`src/rtl/tdp_bram_bist.sv`:
```
// tdp_bram_bist: built-in self-test engine for one true-dual-port block RAM.
// Both RAM ports share the BIST clock. The test runs in three phases:
//   1. Each port writes its own half of the RAM with P(addr).
//   2. Each port reads its own half back.
//   3. Cross-read: A reads the upper half and B reads the lower half.
// Each port counts its own mismatches and records the first failing address.
//
// Ports:
//   clk, rst             clock, synchronous active-high reset
//   start_i              start pulse, accepted only in idle/done
//   busy_o, done_o       run in progress / run finished
//   pass_o               valid with done_o, 1 iff no mismatches on either port
//   a_*_o / b_*_o        RAM port A/B address, write enable, read enable, write data
//   a_rdata_i, b_rdata_i RAM port A/B read data
//   err_cnt_*_o          saturating mismatch counters per port
//   first_err_addr_*_o   address of the first mismatch per port
module tdp_bram_bist #(
    parameter int unsigned ADDR_WIDTH   = 10,
    parameter int unsigned DATA_WIDTH   = 36,
    parameter int unsigned ADDR_INCR    = 1,
    parameter logic [19:0] SALT         = 20'h55000,
    parameter int unsigned READ_LATENCY = 1,
    parameter int unsigned ERR_WIDTH    = 16
) (
    input  logic                  clk,
    input  logic                  rst,
    input  logic                  start_i,
    output logic                  busy_o,
    output logic                  done_o,
    output logic                  pass_o,
    output logic [ADDR_WIDTH-1:0] a_addr_o,
    output logic                  a_wen_o,
    output logic                  a_ren_o,
    output logic [DATA_WIDTH-1:0] a_wdata_o,
    input  logic [DATA_WIDTH-1:0] a_rdata_i,
    output logic [ADDR_WIDTH-1:0] b_addr_o,
    output logic                  b_wen_o,
    output logic                  b_ren_o,
    output logic [DATA_WIDTH-1:0] b_wdata_o,
    input  logic [DATA_WIDTH-1:0] b_rdata_i,
    output logic [ERR_WIDTH-1:0]  err_cnt_a_o,
    output logic [ERR_WIDTH-1:0]  err_cnt_b_o,
    output logic [ADDR_WIDTH-1:0] first_err_addr_a_o,
    output logic [ADDR_WIDTH-1:0] first_err_addr_b_o
);

    localparam int unsigned Depth = 2 ** ADDR_WIDTH;
    localparam int unsigned Half  = Depth / 2;

    // One extra bit so the end-of-sequence compare never wraps at Depth-1.
    typedef logic [ADDR_WIDTH:0] addr_x_t;

    localparam addr_x_t                 HalfX     = addr_x_t'(Half);
    localparam addr_x_t                 DepthX    = addr_x_t'(Depth);
    localparam addr_x_t                 IncrX     = addr_x_t'(ADDR_INCR);
    localparam logic [ADDR_WIDTH-1:0]   HalfA     = ADDR_WIDTH'(Half);
    localparam logic [2:0]              DrainLast = 3'(READ_LATENCY - 1);

    typedef enum logic [2:0] {
        StIdle,
        StWr,
        StRd,
        StRdDrain,
        StXrd,
        StXrdDrain,
        StDone
    } state_e;

    function automatic logic [DATA_WIDTH-1:0] pattern(input logic [ADDR_WIDTH-1:0] addr);
        logic [63:0] w;
        w = 64'(addr) | (64'(addr) << 20) | 64'(SALT);
        return DATA_WIDTH'(w);
    endfunction

    state_e                state_q, state_d;
    logic [ADDR_WIDTH-1:0] a_addr_q, a_addr_d, b_addr_q, b_addr_d;
    logic                  a_wen_q, a_wen_d, b_wen_q, b_wen_d;
    logic                  a_ren_q, a_ren_d, b_ren_q, b_ren_d;
    logic [DATA_WIDTH-1:0] a_wdata_q, a_wdata_d, b_wdata_q, b_wdata_d;
    logic [2:0]            drain_q, drain_d;
    logic                  clr_err;

    addr_x_t a_next, b_next, a_lim;
    logic    last_issue;

    assign a_next     = {1'b0, a_addr_q} + IncrX;
    assign b_next     = {1'b0, b_addr_q} + IncrX;
    // Port A walks the upper half only during the cross-read phase.
    assign a_lim      = (state_q == StXrd) ? DepthX : HalfX;
    assign last_issue = (a_next >= a_lim);

    always_comb begin
        state_d   = state_q;
        a_addr_d  = a_addr_q;
        b_addr_d  = b_addr_q;
        a_wen_d   = 1'b0;
        b_wen_d   = 1'b0;
        a_ren_d   = 1'b0;
        b_ren_d   = 1'b0;
        a_wdata_d = a_wdata_q;
        b_wdata_d = b_wdata_q;
        drain_d   = drain_q;
        clr_err   = 1'b0;
        unique case (state_q)
            StIdle, StDone: begin
                if (start_i) begin
                    state_d   = StWr;
                    clr_err   = 1'b1;
                    a_addr_d  = '0;
                    b_addr_d  = HalfA;
                    a_wen_d   = 1'b1;
                    b_wen_d   = 1'b1;
                    a_wdata_d = pattern('0);
                    b_wdata_d = pattern(HalfA);
                end
            end
            StWr: begin
                if (last_issue) begin
                    state_d  = StRd;
                    a_addr_d = '0;
                    b_addr_d = HalfA;
                    a_ren_d  = 1'b1;
                    b_ren_d  = 1'b1;
                end else begin
                    a_addr_d  = a_next[ADDR_WIDTH-1:0];
                    b_addr_d  = b_next[ADDR_WIDTH-1:0];
                    a_wen_d   = 1'b1;
                    b_wen_d   = 1'b1;
                    a_wdata_d = pattern(a_next[ADDR_WIDTH-1:0]);
                    b_wdata_d = pattern(b_next[ADDR_WIDTH-1:0]);
                end
            end
            StRd, StXrd: begin
                if (last_issue) begin
                    state_d = (state_q == StRd) ? StRdDrain : StXrdDrain;
                    drain_d = '0;
                end else begin
                    a_addr_d = a_next[ADDR_WIDTH-1:0];
                    b_addr_d = b_next[ADDR_WIDTH-1:0];
                    a_ren_d  = 1'b1;
                    b_ren_d  = 1'b1;
                end
            end
            StRdDrain: begin
                if (drain_q == DrainLast) begin
                    state_d  = StXrd;
                    a_addr_d = HalfA;
                    b_addr_d = '0;
                    a_ren_d  = 1'b1;
                    b_ren_d  = 1'b1;
                end else begin
                    drain_d = drain_q + 3'd1;
                end
            end
            StXrdDrain: begin
                if (drain_q == DrainLast) begin
                    state_d = StDone;
                end else begin
                    drain_d = drain_q + 3'd1;
                end
            end
            default: state_d = StIdle;
        endcase
    end

    always_ff @(posedge clk) begin
        if (rst) begin
            state_q   <= StIdle;
            a_addr_q  <= '0;
            b_addr_q  <= '0;
            a_wen_q   <= 1'b0;
            b_wen_q   <= 1'b0;
            a_ren_q   <= 1'b0;
            b_ren_q   <= 1'b0;
            a_wdata_q <= '0;
            b_wdata_q <= '0;
            drain_q   <= '0;
        end else begin
            state_q   <= state_d;
            a_addr_q  <= a_addr_d;
            b_addr_q  <= b_addr_d;
            a_wen_q   <= a_wen_d;
            b_wen_q   <= b_wen_d;
            a_ren_q   <= a_ren_d;
            b_ren_q   <= b_ren_d;
            a_wdata_q <= a_wdata_d;
            b_wdata_q <= b_wdata_d;
            drain_q   <= drain_d;
        end
    end

    // Compare pipeline: one entry per issued read, aligned with the RAM read latency.
    logic                  a_pv_q [READ_LATENCY];
    logic                  b_pv_q [READ_LATENCY];
    logic [ADDR_WIDTH-1:0] a_pa_q [READ_LATENCY];
    logic [ADDR_WIDTH-1:0] b_pa_q [READ_LATENCY];

    always_ff @(posedge clk) begin
        if (rst) begin
            for (int i = 0; i < READ_LATENCY; i++) begin
                a_pv_q[i] <= 1'b0;
                b_pv_q[i] <= 1'b0;
                a_pa_q[i] <= '0;
                b_pa_q[i] <= '0;
            end
        end else begin
            a_pv_q[0] <= a_ren_q;
            b_pv_q[0] <= b_ren_q;
            a_pa_q[0] <= a_addr_q;
            b_pa_q[0] <= b_addr_q;
            for (int i = 1; i < READ_LATENCY; i++) begin
                a_pv_q[i] <= a_pv_q[i-1];
                b_pv_q[i] <= b_pv_q[i-1];
                a_pa_q[i] <= a_pa_q[i-1];
                b_pa_q[i] <= b_pa_q[i-1];
            end
        end
    end

    logic [ADDR_WIDTH-1:0] a_tail_addr, b_tail_addr;
    logic                  a_mis, b_mis;

    assign a_tail_addr = a_pa_q[READ_LATENCY-1];
    assign b_tail_addr = b_pa_q[READ_LATENCY-1];
    // Case inequality so X/Z read data counts as a mismatch in simulation.
    assign a_mis = a_pv_q[READ_LATENCY-1] && (a_rdata_i !== pattern(a_tail_addr));
    assign b_mis = b_pv_q[READ_LATENCY-1] && (b_rdata_i !== pattern(b_tail_addr));

    logic [ERR_WIDTH-1:0]  err_a_q, err_a_d, err_b_q, err_b_d;
    logic [ADDR_WIDTH-1:0] fea_q, fea_d, feb_q, feb_d;

    always_comb begin
        err_a_d = err_a_q;
        err_b_d = err_b_q;
        fea_d   = fea_q;
        feb_d   = feb_q;
        if (clr_err) begin
            err_a_d = '0;
            err_b_d = '0;
            fea_d   = '0;
            feb_d   = '0;
        end else begin
            if (a_mis) begin
                if (err_a_q == '0) fea_d = a_tail_addr;
                if (err_a_q != '1) err_a_d = err_a_q + 1'b1;
            end
            if (b_mis) begin
                if (err_b_q == '0) feb_d = b_tail_addr;
                if (err_b_q != '1) err_b_d = err_b_q + 1'b1;
            end
        end
    end

    always_ff @(posedge clk) begin
        if (rst) begin
            err_a_q <= '0;
            err_b_q <= '0;
            fea_q   <= '0;
            feb_q   <= '0;
        end else begin
            err_a_q <= err_a_d;
            err_b_q <= err_b_d;
            fea_q   <= fea_d;
            feb_q   <= feb_d;
        end
    end

    assign busy_o             = (state_q != StIdle) && (state_q != StDone);
    assign done_o             = (state_q == StDone);
    assign pass_o             = done_o && (err_a_q == '0) && (err_b_q == '0);
    assign a_addr_o           = a_addr_q;
    assign b_addr_o           = b_addr_q;
    assign a_wen_o            = a_wen_q;
    assign b_wen_o            = b_wen_q;
    assign a_ren_o            = a_ren_q;
    assign b_ren_o            = b_ren_q;
    assign a_wdata_o          = a_wdata_q;
    assign b_wdata_o          = b_wdata_q;
    assign err_cnt_a_o        = err_a_q;
    assign err_cnt_b_o        = err_b_q;
    assign first_err_addr_a_o = fea_q;
    assign first_err_addr_b_o = feb_q;

endmodule

```
`config.mk`:
```
export PLATFORM = sky130hd
export DESIGN_NAME = tdp_bram_bist
export DESIGN_NICKNAME = d
export VERILOG_FILES = /design/src/rtl/tdp_bram_bist.sv
export SDC_FILE = /design/constraint.sdc
export NUM_CORES = 1
export LEC_CHECK = 0
export ABC_CLOCK_PERIOD_IN_PS = 2600
export CELL_PAD_IN_SITES_DETAIL_PLACEMENT = 0
export CELL_PAD_IN_SITES_GLOBAL_PLACEMENT = 1
export CORE_ASPECT_RATIO = 1.5
export CORE_MARGIN = 3
export CORE_UTILIZATION = 29
export DETAILED_ROUTE_END_ITERATION = 16
export MAX_ROUTING_LAYER = met4
export PLACE_DENSITY = 0.81
export SKIP_CTS_REPAIR_TIMING = 1
export SLEW_MARGIN = 25
export SYNTH_ARGS = -nofsm -noshare
export SYNTH_HDL_FRONTEND = slang
export SYNTH_SLANG_ARGS = --single-unit
```
`constraint.sdc`:
```
create_clock -name clk -period 2.6 [get_ports clk]
set_input_delay 0.65 -clock clk [delete_from_list [all_inputs] [get_ports clk]]
set_output_delay 0.65 -clock clk [all_outputs]
set_load 0.01 [all_outputs]
```
congestion_map.png
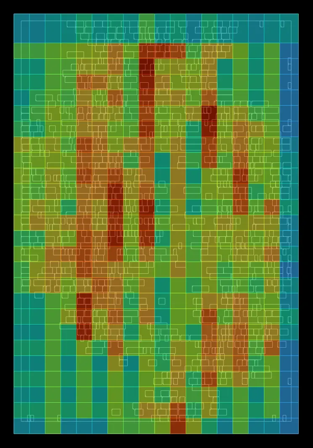
most heavily used metal layer in global routing: met2
met3 global-route usage: 3.72%
GR Util met2: 29.9%

pinout.png
Pins as bars across the die edge, other pins in grey.
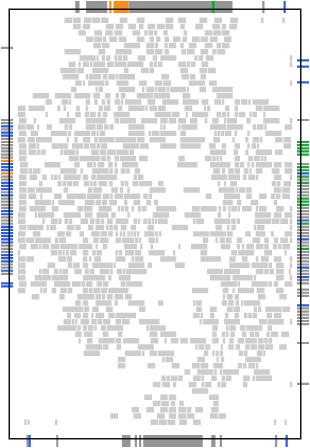
orange -> b_addr_o  # pins 10, direction output, edge 8 top, 2 left
green -> err_cnt_a_o  # pins 16, direction output, edge 14 right, 2 top
blue -> a_wdata_o  # pins 36, direction output, edge 24 left, 9 right, 2 bottom, 1 top
all pins by edge = 71 top, 60 right, 53 left, 42 bottom

==> impl_metrics.csv <==
group,metric,value,unit
final_layout,n_antenna_cell,0,
power,clock_power,2.28,mW
die,initCoreUtil,29.5,%
placement,instance_area_at_placement,0.00880,sq mm
logic_synthesis,yosysWarnings,0,
setup_path,path_depth,12,
power,pg_seq,2.13,mW
global_routing,grt_pass1_wl,31.0,mm
setup_path,worstPathCellList,"ha_4, nand2_4, nor2_4, and3_4, and3_4, ha_4, nand4_1, nor3_2, a41oi_4, o22a_1, o21a_4, mux2_4",
setup_path,critical_path.n_buffers_inverters,0,
logic_synthesis,edff_count_synth,0,
final_layout,layout_top_cell_excl_fill_tap,"clkdlybuf4s50_1",
clock_tree,clk_pin_slew,0.06,ns
routing,dr.pass1.iters,9,
sta,slew-limit-headroom,55.8,%
placement,dp_cells,1222,
run_status,failed_checks,"setup timing",
power,power_combinational,2.46,mW
setup_path,crit-reg2reg-launch,"a_addr_o[0]$_SDFFE_PP0P_",
die,placeableCoreArea,0.0211,sq mm
setup_path,r2r_slack,-0.16,ns
worst_hold_path,timing.hold.worst.class,"register to register",
global_routing,gr-usage-all-layers,17.0,%
logic_synthesis,synth-async-reset-ratio,0,%
power,power.switching_fraction,33.8,%
routing,met1_length,8.36,mm
final_layout,layout.cells.most_common_list,"clkdlybuf4s50_1, dfxtp_1, buf_4",
worst_hold_path,hold_depth,2,
logic_synthesis,ys.flop_type,"dfxtp_1",
final_layout,clock_buffers,19,
sta,timing.final.hold_violations,0,
run_status,status,"finished with violations",
sta,finalSetupViolations,35,
final_layout,layout.core_utilization,46.1,%
global_routing,globalRouteMet1Util,19.6,%
setup_path,start_kind,"register",
power,worst_ir_drop_vdd,0.559,mV
power,p_int,4.55,mW
die,dieArea,0.0233,sq mm
sta,clock.fmax,363,MHz
global_routing,first_global_vias,5864,
logic_synthesis,yosys.area_share.aoi,13.3,%
setup_path,crit_fanout,5,
routing,met2_wirelength,10.7,mm
final_layout,invs_w_o_clock,18,
final_layout,layout.sequential_cells,122,
final_layout,buffers_excl_clock,289,
sta,rsz0062_at_grt,"yes",
logic_synthesis,post_synth_most_frequent_cells,"dfxtp_1, nor2_1, nand2_1",
final_layout,sh_seq_area,25.3,%
sta,layout_setup_ws,-0.157,ns
final_layout,area_share_nonclk_buffers,28.4,%
setup_path,crit-reg2reg-capture,"a_addr_o[9]$_SDFFE_PP0P_",
routing,detail_route.iter0.violations,463,
final_layout,layout-area-overhead-vs-synth,56.1,%
flow_run,cap_viol_max_count,0,
power,p_per_area,707,mW/mm^2
final_layout,post-route-cell-area,0.00971,sq mm
logic_synthesis,synth_area,0.00622,sq mm
setup_path,cpMaxStageDelayCell,"dfxtp_4",
logic_synthesis,synthTopLogicFamily,"simple AND/OR/NAND/NOR gates",
die,die_y,185,um
clock_tree,cts_inserted_buffers,17,
routing,highest-signal-layer,"met4",
routing,routed-wl-met3,1.08,mm
setup_path,timing.critical_path.required,2.90,ns
die,tapcell.inserted,268,
logic_synthesis,synth_top_cell_by_area,"dfxtp_1",
setup_path,crit_path_end_kind,"register",
power,power_leader,"combinational logic",
clock_tree,cts_htree_levels,4,
setup_path,critical_path.max_stage_delay,0.36,ns
placement,dp_hpwl,15.3,mm
clock_tree,clock_tree.buffer_depth,2,
final_layout,post_route_cells_drive_above_1_share,18.0,%
logic_synthesis,synth.lib_cells_used.distinct,59,
routing,detail_route.wl_per_cell,16.1,um
logic_synthesis,yosys-mux-area-fraction,3.86,%
global_routing,antenna_found_initial,0,
sta,fin_crit,2.76,ns
logic_synthesis,synth_area_per_cell,8.44,sq um
clock_tree,insertion_delay,0.41,ns
clock_tree,cts.root.buffer_cell,"clkbuf_16",
final_layout,final-instance-count-excl-fill,1266,
Power and IR drop assume default switching activity.
